Sequential cells colored by netlist name:
Bar = 50 um. Other cells in gray.
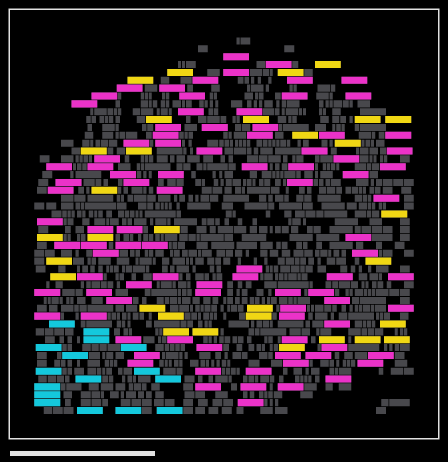
Wiring by layer:
Two of the layers only.
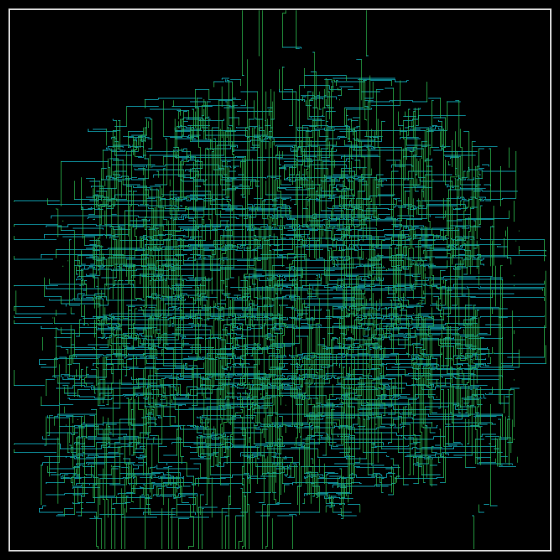
Clock routing:
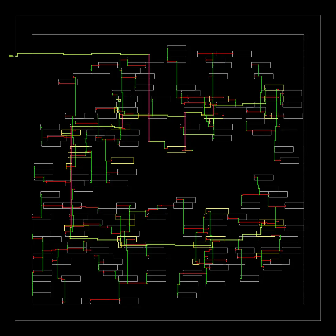
Pin placement:
Pins as bars across the die edge, other pins in gray.
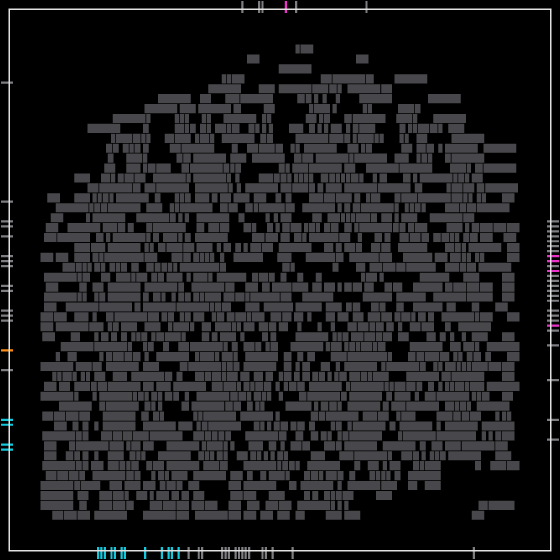
==> config.mk <==
export PLATFORM = sky130hd
export DESIGN_NAME = hazard_scoreboard
export DESIGN_NICKNAME = d
export VERILOG_FILES = /design/src/rtl/hazard_scoreboard.sv
export SDC_FILE = /design/constraint.sdc
export NUM_CORES = 1
export LEC_CHECK = 0
export CORE_MARGIN = 8
export CORE_UTILIZATION = 54
export DETAILED_ROUTE_END_ITERATION = 8
export PLACE_DENSITY = 0.8
export SLEW_MARGIN = 25
export SYNTH_ARGS = -nofsm -noshare
export SYNTH_HDL_FRONTEND = slang
export SYNTH_SLANG_ARGS = --single-unit
==> constraint.sdc <==
create_clock -name clock -period 3.9 [get_ports clock]
set_input_delay 0.39 -clock clock [delete_from_list [all_inputs] [get_ports clock]]
set_output_delay 0.39 -clock clock [all_outputs]
set_load 0.01 [all_outputs]
==> impl_metrics.tcl <==
# collected from the flow reports
set metrics [dict create \
    run_status "finished clean" \
    comb_power_mw 2.93 \
    rsz0062_at_grt "no" \
    final.period_utilization_pct 97.1 \
    grt_max_degree 141 \
    floorplan.core_area_um2 17200 \
    warnings 59 \
    min-delay-path-class "reg -> reg" \
    design.final.nets 1248 \
    routabilityCongestion 0.918 \
    timing.final.max_slew_violations 0 \
    wl_met1_um 11000 \
    synth.yosys.num_cells 1064 \
    flip_flop_count_of_the_largest_register_all_copies_and_words_added 93 \
    sequentialPowerShare_pct 36.4 \
    postCtsHoldBufs 0 \
    gates_resized_cts_repair 0 \
    dominantRegCellSynth "sky130_fd_sc_hd__dfrtp_1" \
    timing.critical_path.fanout_max 27 \
    firstDrtPassIters 6 \
    slew_headroom_pct 42.3 \
    routed_wire_length_per_instance_um 19.3 \
    synth.ff_latch_count 140 \
    compound_area_share_pct 9.68 \
    hpwlAfterDp_um 19200 \
    common_cells "sky130_fd_sc_hd__dfrtp_1, sky130_fd_sc_hd__nand2_1, sky130_fd_sc_hd__inv_1" \
    worst_pin_slew_ns 0.864 \
    layout-drive-gt1-share_pct 8.55 \
    met3_track_demand_over_resource_pct 6.23 \
    power.total_mw 7.34 \
    first_iter_violations 932 \
    number_of_synthesized_flops_with_an_enable_pin 0 \
    top_cells_by_area "sky130_fd_sc_hd__dfrtp_1, sky130_fd_sc_hd__ha_1, sky130_fd_sc_hd__xnor2_1" \
    grt.met2_usage_pct 39.6 \
    ff2ff_path_depth 10 \
    io_pins 79 \
    syn2layout_area_growth_pct 19.3 \
    postCtsSetupRepairBufs 0 \
    clock.fmax_mhz 264 \
    final_routed_drc_violation_total 0 \
    critical_path_buf_inv_count 2 \
    dr_wl_met2_um 12400 \
    yosysMostFrequentCell "sky130_fd_sc_hd__dfrtp_1" \
    yosysWarnings 4 \
    internal_power_mw 4.54 \
    maxUsedRoutingLayer "met4" \
    viasPerCell 5.98 \
    cts_inserted_buffers 17 \
    placement.io_buffers 77 \
    power_switching_mw 2.80 \
    multiplexer_fraction_of_the_synthesized_cell_area_pct 8.28 \
    timing.critical_path.to_type "output port" \
    layout_min_cycle_time_ns 3.79 \
    power_density_nw_per_um2 653 \
    crit_path_start_kind "register" \
    global_route.overflow_total 0 \
]
Notes on 'sequential cells colored by netlist name' above:
Magenta is tmr, sequential cells 93, where all over the die. Cyan is stall_count, sequential cells 16, where south-west. Yellow is pending_mask, sequential cells 31, where all over the die.
final core utilization: 65.4%
flop share of the area: 31.2%
power of the sequential group: 2.67 mW
area taken by flip-flops and latches: 3500 um^2

Notes on 'wiring by layer' above:
Cyan is metal 1, wire length 11000 um. Green is metal 2, wire length 12400 um.
Tot GR Track Use: 24.7%
DR vias: 8342

Notes on 'clock routing' above:
sequential cell count: 140
Worst-Skew Late Latency: 0.43 ns
Clock group: 1.74 mW

Notes on 'pin placement' above:
Magenta is rs1_sel, pins 5, direction input, edge 4 east, 1 north. Orange is dec_is_load, pins 1, direction input, edge west. Cyan is stall_count, pins 16, direction output, edge 12 south, 4 west.
Die Span Y: 148 um
die width: 148 um

through the flow:
stage	util (%)	cells	instance area (um^2)	hold slack, ns	setup slack (ns)
final	65.4	1394	11200	0.484	0.113
after CTS	65.3	1394	11200	0.485	0.135
after global placement	61.7	1362	10600	0.469	0.181
after detailed placement	61.7	1362	10600	0.473	0.129
after floorplan	-	1064	9420	0.515	1.10
after global routing	65.4	1394	11200	0.506	0.0156
area by class of cell:
| cell class | instances | area [um^2] |
|---|---|---|
| clock inverter | 13 | 190 |
| fill | 1385 | 5940 |
| sequential | 140 | 3500 |
| inverter | 110 | 417 |
| multi-input combinational | 772 | 5300 |
| tap | 225 | 282 |
| timing repair buffer | 115 | 1110 |
| clock buffer | 19 | 433 |
Power is estimated from default activity; no workload was simulated.
